### I/O pins on the die edge

(2 px per µm) Pins as bars across the die edge, other pins in gray.
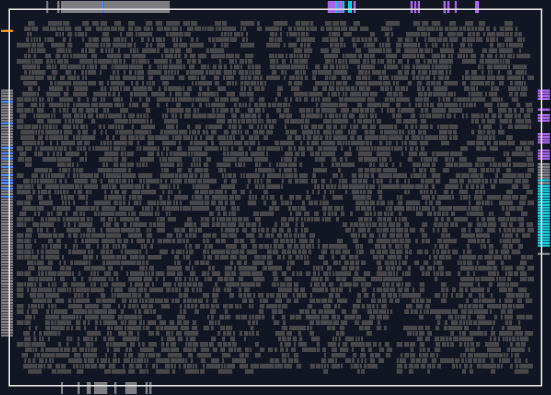
### Signal wires on met2

(1.5 px per µm)
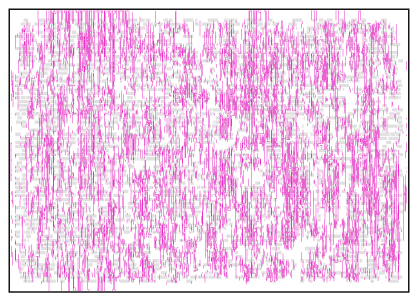
## src/rtl/fd_timestamp_pkg.sv

```systemverilog
// Shared timestamp types for the fine-delay scheduler: timestamp struct,
// fine-step range, scheduler state encoding and a time-ordering helper.
package fd_timestamp_pkg;

    localparam int unsigned c_frac_range = 4096;

    typedef struct packed {
        logic [31:0] utc;
        logic [27:0] coarse;
        logic [11:0] frac;
    } t_timestamp;

    typedef enum logic [1:0] {
        IDLE,
        CALC,
        WAIT_START,
        WAIT_END
    } t_state;

    // True when time a lies strictly after time b (UTC first, then coarse).
    function automatic logic ts_later(input logic [31:0] a_utc,
                                      input logic [27:0] a_coarse,
                                      input logic [31:0] b_utc,
                                      input logic [27:0] b_coarse);
        return (a_utc > b_utc) || ((a_utc == b_utc) && (a_coarse > b_coarse));
    endfunction

endpackage

```

## src/rtl/delay_pulse_scheduler_if.sv

```systemverilog
// Tag, delay, local time base and pulse/status signals of one scheduler channel.
interface delay_pulse_scheduler_if;

    logic        enable_i;
    logic        tag_valid_p1_i;
    logic [31:0] tag_utc_i;
    logic [27:0] tag_coarse_i;
    logic [11:0] tag_frac_i;
    logic [31:0] delay_utc_i;
    logic [27:0] delay_coarse_i;
    logic [11:0] delay_frac_i;
    logic [15:0] width_i;
    logic [31:0] cntr_utc_i;
    logic [27:0] cntr_coarse_i;

    logic        pulse_start_p1_o;
    logic        pulse_end_p1_o;
    logic [11:0] pulse_frac_o;
    logic        busy_o;
    logic        missed_p1_o;
    logic        dropped_p1_o;

    modport master (
        output enable_i, tag_valid_p1_i, tag_utc_i, tag_coarse_i, tag_frac_i,
               delay_utc_i, delay_coarse_i, delay_frac_i, width_i,
               cntr_utc_i, cntr_coarse_i,
        input  pulse_start_p1_o, pulse_end_p1_o, pulse_frac_o, busy_o,
               missed_p1_o, dropped_p1_o
    );

    modport slave (
        input  enable_i, tag_valid_p1_i, tag_utc_i, tag_coarse_i, tag_frac_i,
               delay_utc_i, delay_coarse_i, delay_frac_i, width_i,
               cntr_utc_i, cntr_coarse_i,
        output pulse_start_p1_o, pulse_end_p1_o, pulse_frac_o, busy_o,
               missed_p1_o, dropped_p1_o
    );

endinterface

```

## src/rtl/timestamp_normalizer.sv

```systemverilog
// Registered (utc, coarse) + (utc, coarse) + carry addition, with the coarse
// field folded back below g_coarse_range and the overflow carried into UTC.
module timestamp_normalizer #(
    parameter int unsigned g_coarse_range = 125000000,
    parameter int unsigned g_b_w          = 28,
    parameter bit          g_multi_wrap   = 1'b0
) (
    input  logic             clk_ref_i,
    input  logic             rst_n_i,
    input  logic             load,
    input  logic [31:0]      a_utc,
    input  logic [27:0]      a_coarse,
    input  logic [31:0]      b_utc,
    input  logic [g_b_w-1:0] b_coarse,
    input  logic             carry,
    output logic [31:0]      sum_utc,
    output logic [27:0]      sum_coarse
);

    localparam int unsigned c_sum_w = 30;
    localparam logic [c_sum_w-1:0] c_range = c_sum_w'(g_coarse_range);

    logic [c_sum_w-1:0] raw;
    logic [c_sum_w-1:0] wraps;
    logic [27:0]        rem;

    assign raw = c_sum_w'(a_coarse) + c_sum_w'(b_coarse) + c_sum_w'(carry);

    // The b operand may span several seconds when it carries a pulse width,
    // so that variant needs a true quotient instead of one conditional subtract.
    generate
        if (g_multi_wrap) begin : g_div
            assign wraps = raw / c_range;
            assign rem   = 28'(raw % c_range);
        end else begin : g_sub
            always_comb begin
                wraps = '0;
                rem   = 28'(raw);
                if (raw >= c_range) begin
                    wraps = c_sum_w'(1);
                    rem   = 28'(raw - c_range);
                end
            end
        end
    endgenerate

    always_ff @(posedge clk_ref_i) begin
        if (!rst_n_i) begin
            sum_utc    <= '0;
            sum_coarse <= '0;
        end else if (load) begin
            sum_utc    <= a_utc + b_utc + 32'(wraps);
            sum_coarse <= rem;
        end
    end

endmodule

```

## src/rtl/delay_pulse_scheduler.sv

```systemverilog
// Single-channel delayed pulse scheduler: tag + delay gives a start time, start
// + width an end time; both are matched against the local time base.
module delay_pulse_scheduler
    import fd_timestamp_pkg::*;
#(
    parameter int unsigned g_coarse_range = 125000000,
    parameter int unsigned g_frac_range   = c_frac_range
) (
    input logic                    clk_ref_i,
    input logic                    rst_n_i,
    delay_pulse_scheduler_if.slave bus
);

    t_state      state;
    t_state      state_nxt;
    logic        calc_phase;

    t_timestamp  tag_r;
    t_timestamp  dly_r;
    logic [15:0] width_r;
    logic [11:0] frac_p1;
    logic        carry_p1;
    logic [11:0] pulse_frac_p2;

    logic        latch_en;
    logic        frac_en;
    logic        norm_en;

    logic        start_nxt;
    logic        end_nxt;
    logic        missed_nxt;
    logic        dropped_nxt;
    logic        start_q;
    logic        end_q;
    logic        missed_q;
    logic        dropped_q;

    logic [11:0] frac_sum;
    logic        frac_carry;
    logic [15:0] width_eff;
    logic [28:0] end_offset;

    logic [31:0] start_utc;
    logic [27:0] start_coarse;
    logic [31:0] end_utc;
    logic [27:0] end_coarse;

    logic        at_start;
    logic        past_start;
    logic        at_end;
    logic        past_end;

    function automatic logic [12:0] frac_add(input logic [11:0] a, input logic [11:0] b);
        logic [12:0] s;
        s = {1'b0, a} + {1'b0, b};
        if (s >= 13'(g_frac_range))
            return {1'b1, 12'(s - 13'(g_frac_range))};
        return {1'b0, s[11:0]};
    endfunction

    assign {frac_carry, frac_sum} = frac_add(tag_r.frac, dly_r.frac);

    // A zero width still has to produce a one-cycle pulse.
    assign width_eff  = (width_r == 16'd0) ? 16'd1 : width_r;
    assign end_offset = 29'(dly_r.coarse) + 29'(width_eff);

    // ---- stage p2: coarse/UTC normalisation of start and end ----
    timestamp_normalizer #(
        .g_coarse_range (g_coarse_range),
        .g_b_w          (28),
        .g_multi_wrap   (1'b0)
    ) u_start_norm (
        .clk_ref_i  (clk_ref_i),
        .rst_n_i    (rst_n_i),
        .load       (norm_en),
        .a_utc      (tag_r.utc),
        .a_coarse   (tag_r.coarse),
        .b_utc      (dly_r.utc),
        .b_coarse   (dly_r.coarse),
        .carry      (carry_p1),
        .sum_utc    (start_utc),
        .sum_coarse (start_coarse)
    );

    timestamp_normalizer #(
        .g_coarse_range (g_coarse_range),
        .g_b_w          (29),
        .g_multi_wrap   (1'b1)
    ) u_end_norm (
        .clk_ref_i  (clk_ref_i),
        .rst_n_i    (rst_n_i),
        .load       (norm_en),
        .a_utc      (tag_r.utc),
        .a_coarse   (tag_r.coarse),
        .b_utc      (dly_r.utc),
        .b_coarse   (end_offset),
        .carry      (carry_p1),
        .sum_utc    (end_utc),
        .sum_coarse (end_coarse)
    );

    assign at_start   = (bus.cntr_utc_i == start_utc) && (bus.cntr_coarse_i == start_coarse);
    assign past_start = ts_later(bus.cntr_utc_i, bus.cntr_coarse_i, start_utc, start_coarse);
    assign at_end     = (bus.cntr_utc_i == end_utc) && (bus.cntr_coarse_i == end_coarse);
    assign past_end   = ts_later(bus.cntr_utc_i, bus.cntr_coarse_i, end_utc, end_coarse);

    always_comb begin
        state_nxt   = state;
        latch_en    = 1'b0;
        frac_en     = 1'b0;
        norm_en     = 1'b0;
        start_nxt   = 1'b0;
        end_nxt     = 1'b0;
        missed_nxt  = 1'b0;
        dropped_nxt = bus.tag_valid_p1_i && ((state != IDLE) || !bus.enable_i);

        case (state)
            IDLE: begin
                if (bus.enable_i && bus.tag_valid_p1_i) begin
                    latch_en  = 1'b1;
                    state_nxt = CALC;
                end
            end
            CALC: begin
                if (!bus.enable_i) begin
                    state_nxt = IDLE;
                end else if (!calc_phase) begin
                    frac_en = 1'b1;
                end else begin
                    norm_en   = 1'b1;
                    state_nxt = WAIT_START;
                end
            end
            WAIT_START: begin
                if (!bus.enable_i) begin
                    state_nxt = IDLE;
                end else if (at_start) begin
                    start_nxt = 1'b1;
                    state_nxt = WAIT_END;
                end else if (past_start) begin
                    missed_nxt = 1'b1;
                    state_nxt  = IDLE;
                end
            end
            WAIT_END: begin
                // Once started, a pulse always gets its end strobe.
                if (!bus.enable_i || at_end || past_end) begin
                    end_nxt   = 1'b1;
                    state_nxt = IDLE;
                end
            end
            default: state_nxt = IDLE;
        endcase
    end

    always_ff @(posedge clk_ref_i) begin
        if (!rst_n_i) begin
            state      <= IDLE;
            calc_phase <= 1'b0;
            start_q    <= 1'b0;
            end_q      <= 1'b0;
            missed_q   <= 1'b0;
            dropped_q  <= 1'b0;
        end else begin
            state      <= state_nxt;
            calc_phase <= (state == CALC) && (state_nxt == CALC);
            start_q    <= start_nxt;
            end_q      <= end_nxt;
            missed_q   <= missed_nxt;
            dropped_q  <= dropped_nxt;
        end
    end

    // ---- stage p0: latch tag; stage p1: fine-step sum ----
    always_ff @(posedge clk_ref_i) begin
        if (!rst_n_i) begin
            tag_r         <= '0;
            dly_r         <= '0;
            width_r       <= '0;
            frac_p1       <= '0;
            carry_p1      <= 1'b0;
            pulse_frac_p2 <= '0;
        end else begin
            if (latch_en) begin
                tag_r   <= '{utc: bus.tag_utc_i, coarse: bus.tag_coarse_i, frac: bus.tag_frac_i};
                dly_r   <= '{utc: bus.delay_utc_i, coarse: bus.delay_coarse_i, frac: bus.delay_frac_i};
                width_r <= bus.width_i;
            end
            if (frac_en) begin
                frac_p1  <= frac_sum;
                carry_p1 <= frac_carry;
            end
            if (norm_en)
                pulse_frac_p2 <= frac_p1;
        end
    end

    assign bus.pulse_start_p1_o = start_q;
    assign bus.pulse_end_p1_o   = end_q;
    assign bus.missed_p1_o      = missed_q;
    assign bus.dropped_p1_o     = dropped_q;
    assign bus.pulse_frac_o     = pulse_frac_p2;
    assign bus.busy_o           = (state != IDLE);

endmodule

```

## src/flat_wrapper.sv

```systemverilog
// flat-port wrapper written by rule: the top's interface ports become plain ports
module delay_pulse_scheduler_flat import fd_timestamp_pkg::*;
#(
    parameter int unsigned g_coarse_range = 125000000,
    parameter int unsigned g_frac_range   = c_frac_range
)
  (clk_ref_i, rst_n_i, bus_enable_i, bus_tag_valid_p1_i, bus_tag_utc_i, bus_tag_coarse_i, bus_tag_frac_i, bus_delay_utc_i, bus_delay_coarse_i, bus_delay_frac_i, bus_width_i, bus_cntr_utc_i, bus_cntr_coarse_i, bus_pulse_start_p1_o, bus_pulse_end_p1_o, bus_pulse_frac_o, bus_busy_o, bus_missed_p1_o, bus_dropped_p1_o);
  delay_pulse_scheduler_if bus_i ();
  input logic clk_ref_i;
  input logic rst_n_i;
  input wire logic [$bits(bus_i.enable_i)-1:0] bus_enable_i;
  input wire logic [$bits(bus_i.tag_valid_p1_i)-1:0] bus_tag_valid_p1_i;
  input wire logic [$bits(bus_i.tag_utc_i)-1:0] bus_tag_utc_i;
  input wire logic [$bits(bus_i.tag_coarse_i)-1:0] bus_tag_coarse_i;
  input wire logic [$bits(bus_i.tag_frac_i)-1:0] bus_tag_frac_i;
  input wire logic [$bits(bus_i.delay_utc_i)-1:0] bus_delay_utc_i;
  input wire logic [$bits(bus_i.delay_coarse_i)-1:0] bus_delay_coarse_i;
  input wire logic [$bits(bus_i.delay_frac_i)-1:0] bus_delay_frac_i;
  input wire logic [$bits(bus_i.width_i)-1:0] bus_width_i;
  input wire logic [$bits(bus_i.cntr_utc_i)-1:0] bus_cntr_utc_i;
  input wire logic [$bits(bus_i.cntr_coarse_i)-1:0] bus_cntr_coarse_i;
  output wire logic [$bits(bus_i.pulse_start_p1_o)-1:0] bus_pulse_start_p1_o;
  output wire logic [$bits(bus_i.pulse_end_p1_o)-1:0] bus_pulse_end_p1_o;
  output wire logic [$bits(bus_i.pulse_frac_o)-1:0] bus_pulse_frac_o;
  output wire logic [$bits(bus_i.busy_o)-1:0] bus_busy_o;
  output wire logic [$bits(bus_i.missed_p1_o)-1:0] bus_missed_p1_o;
  output wire logic [$bits(bus_i.dropped_p1_o)-1:0] bus_dropped_p1_o;
  assign bus_i.enable_i = bus_enable_i;
  assign bus_i.tag_valid_p1_i = bus_tag_valid_p1_i;
  assign bus_i.tag_utc_i = bus_tag_utc_i;
  assign bus_i.tag_coarse_i = bus_tag_coarse_i;
  assign bus_i.tag_frac_i = bus_tag_frac_i;
  assign bus_i.delay_utc_i = bus_delay_utc_i;
  assign bus_i.delay_coarse_i = bus_delay_coarse_i;
  assign bus_i.delay_frac_i = bus_delay_frac_i;
  assign bus_i.width_i = bus_width_i;
  assign bus_i.cntr_utc_i = bus_cntr_utc_i;
  assign bus_i.cntr_coarse_i = bus_cntr_coarse_i;
  assign bus_pulse_start_p1_o = bus_i.pulse_start_p1_o;
  assign bus_pulse_end_p1_o = bus_i.pulse_end_p1_o;
  assign bus_pulse_frac_o = bus_i.pulse_frac_o;
  assign bus_busy_o = bus_i.busy_o;
  assign bus_missed_p1_o = bus_i.missed_p1_o;
  assign bus_dropped_p1_o = bus_i.dropped_p1_o;
  delay_pulse_scheduler #(.g_coarse_range(g_coarse_range), .g_frac_range(g_frac_range)) u_core (.clk_ref_i(clk_ref_i), .rst_n_i(rst_n_i), .bus(bus_i));
endmodule
```

## config.mk

```make
export PLATFORM = sky130hd
export DESIGN_NAME = delay_pulse_scheduler_flat
export DESIGN_NICKNAME = d
export VERILOG_FILES = /design/src/rtl/fd_timestamp_pkg.sv /design/src/rtl/delay_pulse_scheduler_if.sv /design/src/rtl/timestamp_normalizer.sv /design/src/rtl/delay_pulse_scheduler.sv /design/src/flat_wrapper.sv
export SDC_FILE = /design/constraint.sdc
export NUM_CORES = 1
export LEC_CHECK = 0
export CORE_ASPECT_RATIO = 0.7
export CORE_MARGIN = 3
export CORE_UTILIZATION = 50
export CTS_BUF_LIST = sky130_fd_sc_hd__clkbuf_4
export DETAILED_ROUTE_END_ITERATION = 10
export PLACE_DENSITY_LB_ADDON = 0.05
export SYNTH_ARGS = -nofsm -noshare
export SYNTH_HDL_FRONTEND = slang
export SYNTH_SLANG_ARGS = --single-unit
```

## constraint.sdc

```tcl
create_clock -name clk_ref_i -period 7.45 [get_ports clk_ref_i]
set_clock_uncertainty 0.05 [all_clocks]
set_input_delay 1.49 -clock clk_ref_i [delete_from_list [all_inputs] [get_ports clk_ref_i]]
set_output_delay 1.49 -clock clk_ref_i [all_outputs]
set_load 0.02 [all_outputs]
```

==> flow_metrics.py <==
# Synthesis and PnR figures
metrics = {
    "worst_setup_path": {
        "critPathTopFamily": "AND-OR/OR-AND gates",
        "start_kind": "flip-flop",
        "worst_ep_arrival_time_ps": 8480,
        "slowest_delay_ps": 520,
        "path_class": "reg2reg",
        "crit_buf_inv": 5,
        "startpoint": "u_core.width_r[3]",
        "r2r-start": "u_core.width_r[3]",
        "endpoint": "u_core.u_end_norm.sum_utc[21]",
        "crit_slowest_cell": "fa_1",
    },
    "clocking": {
        "cts_hold_buf": 0,
        "cts_tree": "yes",
        "path_clk_slew_ps": 70,
        "cts_inserted_buffers": 81,
        "htree_num_levels": 3,
        "cts_max_path_buffers": 3,
    },
    "route": {
        "highest_layer": "met5",
        "wl_met3_um": 10400,
        "wl_met2_um": 30500,
        "routed_via_density": 5.76,
        "drt-wirelength-per-cell_um": 19.7,
        "dr_total_vias": 24436,
    },
    "run": {
        "maxCapViolCount": 0,
        "warnings": 47,
    },
    "cells_and_area": {
        "syn_to_final_growth_pct": 27.7,
        "clock_buffers": 114,
        "layout-drive-gt1-share_pct": 15.9,
        "reg_top3": "u_core.dly_r: 72 flops, u_core.tag_r: 72 flops",
        "comb_share_pct": 55.0,
        "dominant_cells": "multi-input combinational cells",
        "most-common-layout-cells": "nand2_1, a21oi_1, dfxtp_1",
        "design_area_um2": 30100,
        "bufAreaShareNonClock_pct": 15.4,
        "finalNetCount": 4058,
        "nNonClkBuffers": 529,
        "fin_util_pct": 65.7,
    },
    "yosys": {
        "top_cell_area_share_pct": 26.5,
        "top_area_cell": "dfxtp_1",
        "synth_top_flop_cell": "dfxtp_1",
        "avgSynthCellArea_um2": 7.57,
        "top_cell": "nand2_1",
        "adder_share_pct": 14.9,
        "yosysWarnings": 0,
        "edf_count": 0,
        "numSynthFlops": 312,
        "synth.logic.top_family": "AND-OR/OR-AND gates",
        "synthAoiAreaFrac_pct": 24.4,
        "floorplan.nets": 3592,
    },
    "global_route": {
        "grt_most_used_layer": "met1",
        "grt-ovfl-total": 0,
        "grtUsageTotal_pct": 32.4,
        "met1_usage_pct": 49.0,
    },
    "final_timing": {
        "fin_crit_sh_pct": 105,
        "hold_viol": 0,
        "setup_viol": 27,
        "holdWs_ps": 407,
        "post-route-worst-setup-slack_ps": -393,
        "tightest_slew_ps": 1120,
        "grt_setup_unrepaired": "true",
    },
    "floorplan": {
        "rows": 65,
        "io_pins": 241,
        "die-width_um": 265,
    },
    "power_and_ir_drop": {
        "powerDensity_nw_per_um2": 152,
        "cellLeakagePower_nw": 12.0,
        "p_total_w": 0.00456,
    },
    "outcome": {
        "status": "finished, violations left",
        "violations": "negative setup slack",
    },
    "hold_path": {
        "hp-class": "reg2reg",
    },
}
About 'I/O pins on the die edge':
| port | color | pins | direction | edge |
|---|---|---|---|---|
| `bus_cntr_coarse_i` | cyan | 28 | input | 24 right, 4 top |
| `bus_pulse_frac_o` | blue | 12 | output | 11 left, 1 top |
| `bus_cntr_utc_i` | purple | 32 | input | 16 top, 16 right |
| `clk_ref_i` | orange | 1 | input | left |
all pins by edge: 92 left, 81 top, 48 right, 20 bottom

About 'Signal wires on met2':
longest straight run: 60.9 µm
nets with wire on the layer: 3338
wire length on this layer: 30.5 mm

power breakdown:
group / internal (W) / total (W) / switching, W
clock network: 0.000782 / 0.00157 / 0.000784
logic: 0.000552 / 0.00124 / 0.000688
registers: 0.00171 / 0.00175 / 0.0000398
total: 0.00305 / 0.00456 / 0.00151
tightest hold or removal path, stage by stage (launching register included):
cell	delay [ps]
dfxtp_1	310
nand2_1	50
a21oi_1	50
through the flow:
stage          setup TNS [ps]  worst slack (ps)  cells
2_1_floorplan           -3040              -321   3109
3_3_place_gp            -7390              -451   4069
3_5_place_dp           -11130              -600   4069
4_1_cts                 -4740              -298   4231
5_1_grt                -15410              -698   4244
6_report                -7140              -393   4246
what timing repair did:
item                       CTS  global route
setup endpoints to repair   29            54
resized                     40            84
buffers inserted            18             8
pin swaps                   34            35
cloned                       0             0
Power and IR drop assume default switching activity.
